[src/rtl/sar_pkg.sv]
// Shared definitions for the successive-approximation search controller.
//   state_t        : controller state encoding (IDLE/SET/EVAL/DONE)
//   DEFAULT_WIDTH  : default operand width in bits
package sar_pkg;

  typedef enum logic [1:0] {
    IDLE = 2'd0,
    SET  = 2'd1,
    EVAL = 2'd2,
    DONE = 2'd3
  } state_t;

  localparam int unsigned DEFAULT_WIDTH = 4;

endpackage

[src/rtl/sar_search_controller.sv]
// Successive-approximation search engine on the B side of a magnitude
// comparator. Drives a registered probe, reads back A>probe / A==probe and
// binary-searches MSB-first to recover the comparator's A operand.
// Ports:
//   clk, rst_n     : clock, asynchronous active-low reset
//   start          : request a search (sampled only in IDLE)
//   probe          : registered trial value to comparator B input
//   cmp_gt, cmp_eq : comparator flags, sampled only at the end of EVAL
//   busy           : high from the cycle after start acceptance through DONE
//   done           : single-cycle pulse, result valid
//   result, found  : recovered A and exact-match flag, held until next search
//   err            : gt and eq seen together in EVAL, sticky until next start
module sar_search_controller
  import sar_pkg::*;
#(
  parameter int unsigned WIDTH = DEFAULT_WIDTH
) (
  input  logic             clk,
  input  logic             rst_n,
  input  logic             start,
  output logic [WIDTH-1:0] probe,
  input  logic             cmp_gt,
  input  logic             cmp_eq,
  output logic             busy,
  output logic             done,
  output logic [WIDTH-1:0] result,
  output logic             found,
  output logic             err
);

  localparam int unsigned     IDX_W   = (WIDTH > 1) ? $clog2(WIDTH) : 1;
  localparam logic [IDX_W-1:0] IDX_MAX = IDX_W'(WIDTH - 1);

  state_t             state, state_nx;
  logic [WIDTH-1:0]   acc, acc_nx;
  logic [IDX_W-1:0]   idx, idx_nx;
  logic [WIDTH-1:0]   probe_nx, result_nx;
  logic               found_nx, err_nx;

  always_ff @(posedge clk or negedge rst_n) begin
    if (!rst_n) begin
      state  <= IDLE;
      acc    <= '0;
      idx    <= IDX_MAX;
      probe  <= '0;
      result <= '0;
      found  <= 1'b0;
      err    <= 1'b0;
    end else begin
      state  <= state_nx;
      acc    <= acc_nx;
      idx    <= idx_nx;
      probe  <= probe_nx;
      result <= result_nx;
      found  <= found_nx;
      err    <= err_nx;
    end
  end

  always_comb begin
    state_nx  = state;
    acc_nx    = acc;
    idx_nx    = idx;
    probe_nx  = probe;
    result_nx = result;
    found_nx  = found;
    err_nx    = err;
    case (state)
      IDLE: begin
        probe_nx = '0;
        if (start) begin
          state_nx = SET;
          acc_nx   = '0;
          idx_nx   = IDX_MAX;
          found_nx = 1'b0;
          err_nx   = 1'b0;
        end
      end
      SET: begin
        probe_nx = acc | (WIDTH'(1) << idx);
        state_nx = EVAL;
      end
      EVAL: begin
        if (cmp_gt && cmp_eq) err_nx = 1'b1;
        if (cmp_eq) begin
          acc_nx   = probe;
          found_nx = 1'b1;
          state_nx = DONE;
        end else begin
          if (cmp_gt) acc_nx = probe;
          if (idx == '0) begin
            state_nx = DONE;
          end else begin
            idx_nx   = idx - IDX_W'(1);
            state_nx = SET;
          end
        end
        // result is captured on entry to DONE so it is already valid
        // while the done pulse is high.
        if (state_nx == DONE) result_nx = acc_nx;
      end
      DONE: begin
        probe_nx = '0;
        state_nx = IDLE;
      end
      default: state_nx = IDLE;
    endcase
  end

  assign busy = (state != IDLE);
  assign done = (state == DONE);

endmodule

[config.mk]
export PLATFORM = sky130hd
export DESIGN_NAME = sar_search_controller
export DESIGN_NICKNAME = d
export VERILOG_FILES = /design/src/rtl/sar_pkg.sv /design/src/rtl/sar_search_controller.sv
export SDC_FILE = /design/constraint.sdc
export NUM_CORES = 1
export LEC_CHECK = 0
export ABC_AREA = 0
export CAP_MARGIN = 25
export CORE_MARGIN = 2
export CORE_UTILIZATION = 48
export CTS_BUF_LIST = sky130_fd_sc_hd__clkbuf_8
export CTS_CLUSTER_SIZE = 20
export DETAILED_ROUTE_END_ITERATION = 8
export PLACE_DENSITY = 0.76
export SLEW_MARGIN = 25
export SYNTH_ARGS = -nofsm -noshare
export SYNTH_HDL_FRONTEND = slang
export SYNTH_SLANG_ARGS = --single-unit
export TNS_END_PERCENT = 30
[constraint.sdc]
create_clock -name clk -period 1.6 [get_ports clk]
set_input_delay 0.32 -clock clk [delete_from_list [all_inputs] [get_ports clk]]
set_output_delay 0.32 -clock clk [all_outputs]
set_load 0.02 [all_outputs]
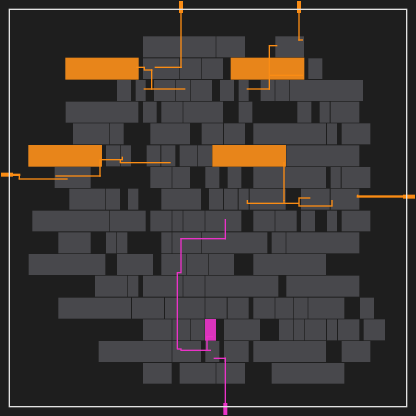
**Above:** run 1 (nets reached from selected ports).
Drawn at 8 px/um.
`busy` -> magenta  # direction output, edge south, end cells 1, buffers 1, wire 35.8 um
`probe` -> orange  # direction output, edge 2 north, 1 east, 1 west, end cells 4, buffers 4, wire 86.5 um

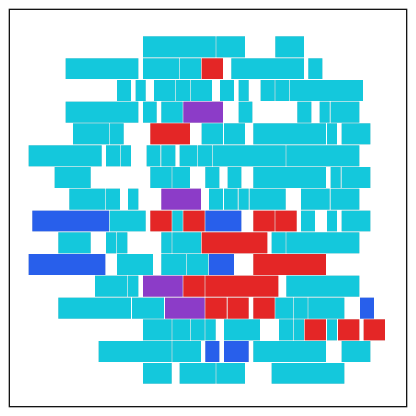
**Above:** run 1 (sizing map).
Drawn at 8 px/um.
drive 1 or less -> cyan  # cells 97, share 78%
drive 2 -> blue  # cells 7, share 5.6%
drive 6 and up -> purple  # cells 4, share 3.2%
drive 3 to 4 -> red  # cells 16, share 13%

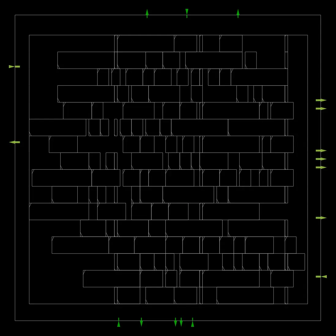
**Above:** run 1 (cell outlines without signal wires).
fill count: 152
row count: 16
Well-Tap Cells: 27
Flops: 18

==> flow_metrics.env, run 1 <==
# source this file to load flow results
export IMPL_netlist_instances=97
export IMPL_seq_cell_share_pct=33.9
export IMPL_grt_first_pass_wirelength_mm=3.73
export IMPL_wl_met2_mm=1.05
export IMPL_edf_count=0
export IMPL_place_port_buffers=16
export IMPL_power_density_mw_per_mm2=1840
export IMPL_final_cell_mix="dfrtp_1 (16), nand2_1 (12), buf_4 (12)"
export IMPL_finalSetupViolCount=0
export IMPL_synthAoiAreaFrac_pct=19.9
export IMPL_dr_wl_met3_um=60
export IMPL_initial_core_util_pct=50.6
export IMPL_grt_usage_pct=20.1
export IMPL_grtUsageMet2_pct=33.8
export IMPL_lay_top_count="dfrtp_1"
export IMPL_required_ns=1.28
export IMPL_clockBufferDepth=2
export IMPL_critPathLaunchType="register"
export IMPL_cp_end_kind="primary output"
export IMPL_hold_class="in2async"
export IMPL_drtIter0Drc=18
export IMPL_wl_per_cell_um=14.2
export IMPL_clk_pin_slew_ns=0.07
export IMPL_path_buffers=1
export IMPL_synth_cell_types=26
export IMPL_met3_usage_pct=2.73
export IMPL_syn_to_final_growth_pct=34.4
export IMPL_grt_antenna_before_repair=0
export IMPL_top_logic_kind="AND-OR/OR-AND gates"
export IMPL_seq_power_share_pct=28.8
export IMPL_crit_cells=1
export IMPL_clkCellAreaFrac_pct=4.12
export IMPL_total_power_w=0.00246
export IMPL_common_cells="dfrtp_1 (16), nand2_1 (12), o21ai_0 (11)"
export IMPL_num_vias=818
export IMPL_vdd_drop_max_mv=1.20
export IMPL_ant_nets=0
export IMPL_ys_sh_adder_pct=11.3
export IMPL_ctsResizeCount=5
export IMPL_ys_sh_mux_pct=5.42
export IMPL_signal_buffers=28
export IMPL_largestRegisters="acc (4), probe (4), result (4)"
export IMPL_drv_cap=0
export IMPL_power_frac_comb_pct=56.0
export IMPL_rsz0062_at_grt="yes"
export IMPL_viasPerCell=5.42
export IMPL_ys_ff=18
export IMPL_crit_type="reg2out"
export IMPL_cts_htree_levels=1
export IMPL_cts_made_buffers=3
export IMPL_synth_top_area_share_pct=40.3
export IMPL_area_leaders="dfrtp_1 (40%), ha_1 (11%), o21ai_0 (5.5%)"
export IMPL_seq_cell_power_w=0.000708
export IMPL_grt_max_degree=19
export IMPL_max_slew_margin_pct=79.5
export IMPL_drive_above_1_share_pct=21.8
export IMPL_max_stage_delay_ns=0.61
export IMPL_r2r_cells=6
export IMPL_clkbuf_count=4
export IMPL_place_hpwl_mm=1.52
export IMPL_async_reset_ff_share_pct=100
export IMPL_dp_cells=147
export IMPL_p_switching_w=0.000985
export IMPL_cp_top_family="buffers and inverters"
export IMPL_place_ws_ns=-0.0179
export IMPL_top_area_cell="dfrtp_1"
export IMPL_period_used_pct=97.5
export IMPL_synthesis_nets=111
export IMPL_p_int_w=0.00148
export IMPL_sh_comb_area_pct=39.5
export IMPL_fmax_mhz=641
export IMPL_mi_logic_area_um2=527
export IMPL_finalCriticalPeriod_ns=1.56
export IMPL_busiest_layer="met2"
export IMPL_p_comb_w=0.00138
export IMPL_power_frac_clock_pct=15.2
export IMPL_worstMarginPinSlew_ns=0.307
export IMPL_pg_clk_w=0.000374
export IMPL_synth_area_um2=993
export IMPL_crit_fanout=3
export IMPL_met1_usage_pct=26.3
export IMPL_ys_seq_share_pct=45.6
export IMPL_worst_r2r_setup_slack_ns=0.05
export IMPL_warning_count=35
export IMPL_reg2reg_from="state[0]"
export IMPL_hold_ws_ns=0.388
export IMPL_num_antenna_cells=0
export IMPL_final_nonclk_buf_share_pct=18.6
export IMPL_dr_pass1_iters=4
export IMPL_num_nonclk_inverters=5
export IMPL_io_pins=17
export IMPL_arrival_ns=1.24
export IMPL_hold_viol_final=0
export IMPL_core_area_mm2=0.00196
export IMPL_overflow=0
export IMPL_post_cts_buffers=0
export IMPL_cts_sinks=18
export IMPL_cts_hold_buf=0
export IMPL_comb_multi_input_count=69
export IMPL_place_area_mm2=0.00124
export IMPL_dominant_cells="logic gates"
export IMPL_gp_congestion=0.772
export IMPL_drc=0
export IMPL_drt_total_wl_mm=2.14
export IMPL_setup_slack_ns=0.0405
export IMPL_utilization_pct=68.0
export IMPL_cts_root_buf="clkbuf_8"
export IMPL_clk_latency_ns=0.25
export IMPL_maxPowerGroup="combinational logic"
export IMPL_layout_nets=139
export IMPL_slew_violations=0
export IMPL_crit_start="probe[1]"
export IMPL_most_common_cell="dfrtp_1"
export IMPL_final_area_mm2=0.00134
export IMPL_status="finished, final reports clean"
export IMPL_die_area_mm2=0.00245
export IMPL_grt_pass1_vias=817
export IMPL_wl_met1_um=976
export IMPL_fp_dieW_um=49.5
export IMPL_regArea_um2=453
export IMPL_path_cells="clkdlybuf4s50_1"
export IMPL_synthXorXnorAreaFrac_pct=0
export IMPL_yosysChipArea_um2=993
export IMPL_ys_warn_count=0
export IMPL_p_leak_nw=0.618
export IMPL_fin_worst_skew_ns=0.00328
export IMPL_synthFlopType="dfrtp_1"
export IMPL_final_cells=151
export IMPL_routed_top_layer="met4"
export IMPL_setup_tns_ns=0
export IMPL_netSwitchingFraction_pct=40.0
export IMPL_worstSetupEndpoint="probe[1]"
export IMPL_cts_tree="yes"
export IMPL_r2r_end="err"
export IMPL_critPathSlowestCell="clkdlybuf4s50_1"
export IMPL_die_y_um=49.5
export IMPL_ys_cells=97
export IMPL_yosys_area_share_simple_pct=12.1
export IMPL_syn_area_per_cell_um2=10.2
## Run 2: what changed since run 1
--- a/config.mk
+++ b/config.mk
@@ -5,14 +5,14 @@
 export SDC_FILE = /design/constraint.sdc
 export NUM_CORES = 1
 export LEC_CHECK = 0
-export ABC_AREA = 0
+export ABC_AREA = 1
 export CAP_MARGIN = 25
-export CORE_MARGIN = 2
-export CORE_UTILIZATION = 48
+export CORE_MARGIN = 10
+export CORE_UTILIZATION = 49
 export CTS_BUF_LIST = sky130_fd_sc_hd__clkbuf_8
 export CTS_CLUSTER_SIZE = 20
 export DETAILED_ROUTE_END_ITERATION = 8
-export PLACE_DENSITY = 0.76
+export PLACE_DENSITY = 0.77
 export SLEW_MARGIN = 25
 export SYNTH_ARGS = -nofsm -noshare
 export SYNTH_HDL_FRONTEND = slang
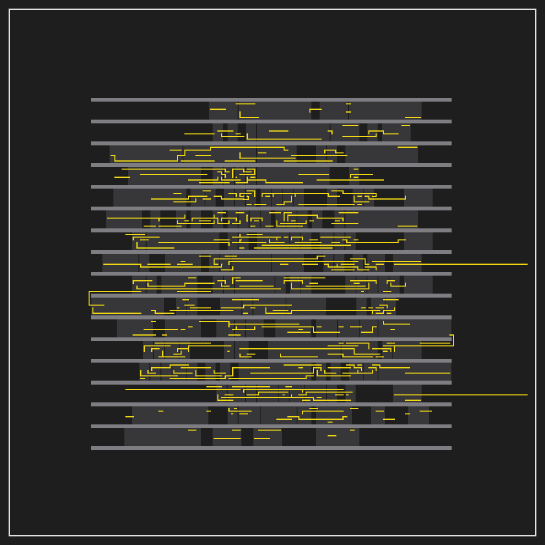
**Above:** run 2 (signal wires on met1).
Drawn at 8 px/um. Supply wires on this layer in gray. Cells faint in the background.
longest straight run = 17.9 um
main direction = horizontal

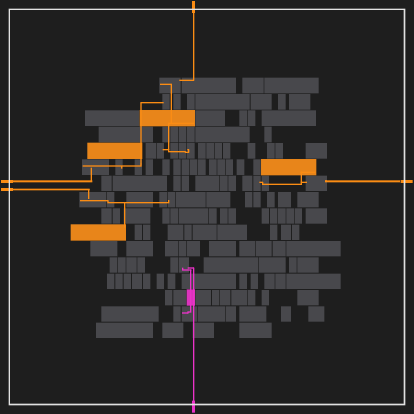
**Above:** run 2 (nets reached from selected ports).
Drawn at 6 px/um.
`probe` -> orange  # direction output, edge 2 west, 1 east, 1 north, end cells 4, buffers 4, wire 134 um
`busy` -> magenta  # direction output, edge south, end cells 1, buffers 1, wire 33.4 um

==> flow_metrics.env, run 2 <==
# source this file to load flow results
export IMPL_crit_start="probe[1]"
export IMPL_hold_viol_final=0
export IMPL_cts_hold_buf=0
export IMPL_p_int_w=0.00141
export IMPL_status="finished, final reports clean"
export IMPL_wl_met2_mm=1.06
export IMPL_fp_dieW_um=65.6
export IMPL_dr_pass1_iters=4
export IMPL_die_y_um=65.6
export IMPL_largestRegisters="acc (4), probe (4), result (4)"
export IMPL_cts_root_buf="clkbuf_8"
export IMPL_place_port_buffers=16
export IMPL_rows=16
export IMPL_hold_class="in2async"
export IMPL_clk_latency_ns=0.25
export IMPL_worstMarginPinSlew_ns=0.259
export IMPL_critPathSlowestCell="clkdlybuf4s50_1"
export IMPL_design_seq_count=18
export IMPL_finalSetupViolCount=0
export IMPL_final_nonclk_buf_share_pct=16.0
export IMPL_busiest_layer="met2"
export IMPL_met3_usage_pct=3.39
export IMPL_power_frac_comb_pct=55.9
export IMPL_utilization_pct=66.1
export IMPL_dp_cells=179
export IMPL_gp_congestion=0.816
export IMPL_comb_multi_input_count=99
export IMPL_cts_sinks=18
export IMPL_ys_ff=18
export IMPL_io_pins=17
export IMPL_viasPerCell=4.75
export IMPL_ys_seq_share_pct=44.4
export IMPL_total_power_w=0.00250
export IMPL_synthXorXnorAreaFrac_pct=0
export IMPL_clkCellAreaFrac_pct=4.25
export IMPL_wl_per_cell_um=12.0
export IMPL_slew_violations=0
export IMPL_cts_tree="yes"
export IMPL_arrival_ns=1.23
export IMPL_seq_cell_share_pct=34.9
export IMPL_layout_nets=171
export IMPL_path_buffers=1
export IMPL_clockBufferDepth=2
export IMPL_fillers=178
export IMPL_yosysChipArea_mm2=0.00102
export IMPL_synthesis_nets=145
export IMPL_async_reset_ff_share_pct=100
export IMPL_num_vias=869
export IMPL_syn_area_per_cell_um2=7.78
export IMPL_num_tap_cells=27
export IMPL_syn_to_final_growth_pct=27.1
export IMPL_maxPowerGroup="combinational logic"
export IMPL_power_frac_clock_pct=14.5
export IMPL_core_area_mm2=0.00196
export IMPL_lay_top_count="nand2_1"
export IMPL_most_common_cell="nand2_1"
export IMPL_signal_buffers=23
export IMPL_yosys_area_share_simple_pct=34.5
export IMPL_reg2reg_from="state[0]"
export IMPL_finalCriticalPeriod_ns=1.55
export IMPL_place_ws_ns=-0.00731
export IMPL_place_hpwl_mm=1.73
export IMPL_dominant_cells="logic gates"
export IMPL_common_cells="nand2_1 (64), dfrtp_1 (16), ha_1 (9)"
export IMPL_final_area_mm2=0.00130
export IMPL_synthFlopType="dfrtp_1"
export IMPL_ys_sh_adder_pct=11.0
export IMPL_grt_first_pass_wirelength_mm=3.93
export IMPL_num_nonclk_inverters=12
export IMPL_hold_ws_ns=0.398
export IMPL_grt_max_degree=19
export IMPL_netlist_instances=131
export IMPL_routed_top_layer="met4"
export IMPL_critPathLaunchType="register"
export IMPL_dr_wl_met3_um=111
export IMPL_warning_count=33
export IMPL_max_stage_delay_ns=0.62
export IMPL_crit_fanout=3
export IMPL_power_density_mw_per_mm2=1930
export IMPL_p_comb_w=0.00140
export IMPL_top_area_cell="dfrtp_1"
export IMPL_seq_cell_power_w=0.000741
export IMPL_r2r_end="found"
export IMPL_drtIter0Drc=17
export IMPL_wl_met1_um=989
export IMPL_p_switching_w=0.00109
export IMPL_initial_core_util_pct=52.0
export IMPL_drv_cap=0
export IMPL_period_used_pct=97.2
export IMPL_fmax_mhz=643
export IMPL_crit_type="reg2out"
export IMPL_die_area_mm2=0.00431
export IMPL_final_cells=183
export IMPL_vdd_drop_max_mv=1.12
export IMPL_synth_area_mm2=0.00102
export IMPL_overflow=0
export IMPL_ys_cells=131
export IMPL_place_area_mm2=0.00124
export IMPL_edf_count=0
export IMPL_setup_slack_ns=0.0452
export IMPL_cts_made_buffers=3
export IMPL_fin_worst_skew_ns=0.00609
export IMPL_met1_usage_pct=12.9
export IMPL_synth_cell_types=15
export IMPL_synthAoiAreaFrac_pct=3.44
export IMPL_regArea_um2=453
export IMPL_seq_power_share_pct=29.6
export IMPL_setup_tns_ns=0
export IMPL_area_leaders="dfrtp_1 (39%), nand2_1 (24%), ha_1 (11%)"
export IMPL_ant_nets=0
export IMPL_num_antenna_cells=0
export IMPL_ys_warn_count=0
export IMPL_clkbuf_count=4
export IMPL_max_slew_margin_pct=82.7
export IMPL_path_cells="clkdlybuf4s50_1"
export IMPL_ys_sh_mux_pct=0
export IMPL_drc=0
export IMPL_cts_htree_levels=1
export IMPL_ctsResizeCount=4
export IMPL_grtUsageMet2_pct=19.1
export IMPL_drive_above_1_share_pct=16.7
export IMPL_netSwitchingFraction_pct=43.6
export IMPL_required_ns=1.28
export IMPL_grt_usage_pct=11.2
export IMPL_post_cts_buffers=0
export IMPL_cp_top_family="buffers and inverters"
export IMPL_clk_pin_slew_ns=0.07
export IMPL_crit_cells=1
export IMPL_sh_comb_area_pct=38.7
export IMPL_grt_pass1_vias=911
export IMPL_cp_end_kind="primary output"
export IMPL_drt_total_wl_mm=2.19
export IMPL_mi_logic_area_um2=502
export IMPL_top_logic_kind="simple AND/OR/NAND/NOR gates"
export IMPL_grt_antenna_before_repair=0
export IMPL_r2r_cells=8
## Run 3: what changed since run 2
--- a/config.mk
+++ b/config.mk
@@ -10,6 +10,7 @@
 export CORE_MARGIN = 10
 export CORE_UTILIZATION = 49
 export CTS_BUF_LIST = sky130_fd_sc_hd__clkbuf_8
+export CTS_CLUSTER_DIAMETER = 50
 export CTS_CLUSTER_SIZE = 20
 export DETAILED_ROUTE_END_ITERATION = 8
 export PLACE_DENSITY = 0.77
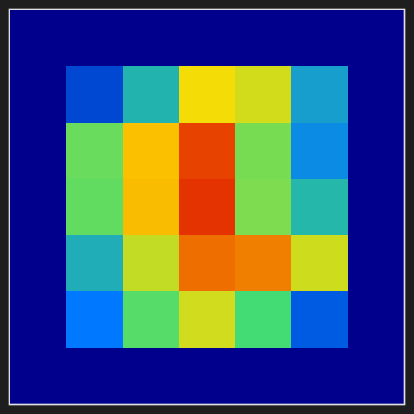
**Above:** run 3 (placement density heat map).
Drawn at 6 px/um. The die is cut into 7 by 7 equal tiles; dark blue is low, red is high, 0 to 100% covered.
fullest tile = 94%
mean over tiles = 29%
emptiest ninth of the die = north-west
tiles over 75% full = 12%
densest ninth of the die = center

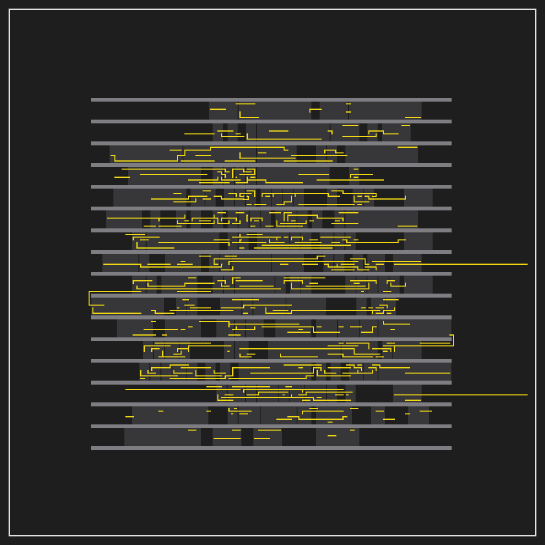
**Above:** run 3 (signal wires on met1).
Drawn at 8 px/um. Supply wires on this layer in gray. Cells faint in the background.
met1 usage: 12.9%
drt total wl: 2.19 mm
via count: 869

==> flow_metrics.env, run 3 <==
# source this file to load flow results
export IMPL_power_frac_comb_pct=55.9
export IMPL_fmax_mhz=643
export IMPL_seq_power_share_pct=29.6
export IMPL_wl_met1_um=989
export IMPL_layout_nets=171
export IMPL_place_hpwl_mm=1.73
export IMPL_finalCriticalPeriod_ns=1.55
export IMPL_warning_count=33
export IMPL_synthFlopType="dfrtp_1"
export IMPL_status="finished, final reports clean"
export IMPL_synthAoiAreaFrac_pct=3.44
export IMPL_max_stage_delay_ns=0.62
export IMPL_ys_sh_adder_pct=11.0
export IMPL_num_tap_cells=27
export IMPL_ys_ff=18
export IMPL_vdd_drop_max_mv=1.12
export IMPL_wl_met2_mm=1.06
export IMPL_num_nonclk_inverters=12
export IMPL_wl_per_cell_um=12.0
export IMPL_most_common_cell="nand2_1"
export IMPL_edf_count=0
export IMPL_place_port_buffers=16
export IMPL_dominant_cells="logic gates"
export IMPL_seq_cell_power_w=0.000741
export IMPL_cts_root_buf="clkbuf_8"
export IMPL_required_ns=1.28
export IMPL_grt_antenna_before_repair=0
export IMPL_dr_pass1_iters=4
export IMPL_p_int_w=0.00141
export IMPL_fin_worst_skew_ns=0.00609
export IMPL_synthesis_nets=145
export IMPL_p_switching_w=0.00109
export IMPL_slew_violations=0
export IMPL_period_used_pct=97.2
export IMPL_mi_logic_area_um2=502
export IMPL_io_pins=17
export IMPL_cts_hold_buf=0
export IMPL_reg2reg_from="state[0]"
export IMPL_p_comb_w=0.00140
export IMPL_grt_usage_pct=11.2
export IMPL_clkCellAreaFrac_pct=4.25
export IMPL_power_frac_clock_pct=14.5
export IMPL_final_nonclk_buf_share_pct=16.0
export IMPL_max_slew_margin_pct=82.7
export IMPL_place_ws_ns=-0.00731
export IMPL_syn_area_per_cell_um2=7.78
export IMPL_core_area_mm2=0.00196
export IMPL_grt_max_degree=19
export IMPL_r2r_cells=8
export IMPL_total_power_w=0.00250
export IMPL_initial_core_util_pct=52.0
export IMPL_grt_first_pass_wirelength_mm=3.93
export IMPL_drc=0
export IMPL_ant_nets=0
export IMPL_worstMarginPinSlew_ns=0.259
export IMPL_post_cts_buffers=0
export IMPL_regArea_um2=453
export IMPL_gp_congestion=0.816
export IMPL_synth_top_area_share_pct=39.3
export IMPL_worst_r2r_setup_slack_ns=0.17
export IMPL_path_cells="clkdlybuf4s50_1"
export IMPL_fillers=178
export IMPL_viasPerCell=4.75
export IMPL_crit_cells=1
export IMPL_cp_end_kind="primary output"
export IMPL_rows=16
export IMPL_overflow=0
export IMPL_hold_viol_final=0
export IMPL_ys_seq_share_pct=44.4
export IMPL_busiest_layer="met2"
export IMPL_arrival_ns=1.23
export IMPL_routed_top_layer="met4"
export IMPL_fp_dieW_um=65.6
export IMPL_cts_htree_levels=1
export IMPL_async_reset_ff_share_pct=100
export IMPL_hold_class="in2async"
export IMPL_path_buffers=1
export IMPL_hold_ws_ns=0.398
export IMPL_seq_cell_share_pct=34.9
export IMPL_setup_tns_ns=0
export IMPL_ys_warn_count=0
export IMPL_maxPowerGroup="combinational logic"
export IMPL_finalSetupViolCount=0
export IMPL_common_cells="nand2_1 (64), dfrtp_1 (16), ha_1 (9)"
export IMPL_critPathLaunchType="register"
export IMPL_netSwitchingFraction_pct=43.6
export IMPL_cts_tree="yes"
export IMPL_r2r_end="found"
export IMPL_drive_above_1_share_pct=16.7
export IMPL_clk_latency_ns=0.25
export IMPL_grt_pass1_vias=911
export IMPL_top_area_cell="dfrtp_1"
export IMPL_grtUsageMet2_pct=19.1
export IMPL_largestRegisters="acc (4), probe (4), result (4)"
export IMPL_netlist_instances=131
export IMPL_cts_sinks=18
export IMPL_syn_to_final_growth_pct=27.1
export IMPL_dr_wl_met3_um=111
export IMPL_ctsResizeCount=4
export IMPL_power_density_mw_per_mm2=1930
export IMPL_setup_slack_ns=0.0452
export IMPL_synth_area_mm2=0.00102
export IMPL_die_area_mm2=0.00431
export IMPL_comb_multi_input_count=99
export IMPL_cts_made_buffers=3
export IMPL_clockBufferDepth=2
export IMPL_yosys_area_share_simple_pct=34.5
export IMPL_cp_top_family="buffers and inverters"
export IMPL_final_cells=183
export IMPL_die_y_um=65.6
export IMPL_dp_cells=179
export IMPL_synthXorXnorAreaFrac_pct=0
export IMPL_num_antenna_cells=0
export IMPL_place_area_mm2=0.00124
export IMPL_design_seq_count=18
export IMPL_crit_start="probe[1]"
export IMPL_clkbuf_count=4
export IMPL_drtIter0Drc=17
export IMPL_ys_sh_mux_pct=0
export IMPL_crit_type="reg2out"
export IMPL_lay_top_count="nand2_1"
export IMPL_top_logic_kind="simple AND/OR/NAND/NOR gates"
export IMPL_synth_cell_types=15
export IMPL_area_leaders="dfrtp_1 (39%), nand2_1 (24%), ha_1 (11%)"
export IMPL_drv_cap=0
export IMPL_final_area_mm2=0.00130
export IMPL_ys_cells=131
export IMPL_utilization_pct=66.1
export IMPL_crit_fanout=3
export IMPL_sh_comb_area_pct=38.7
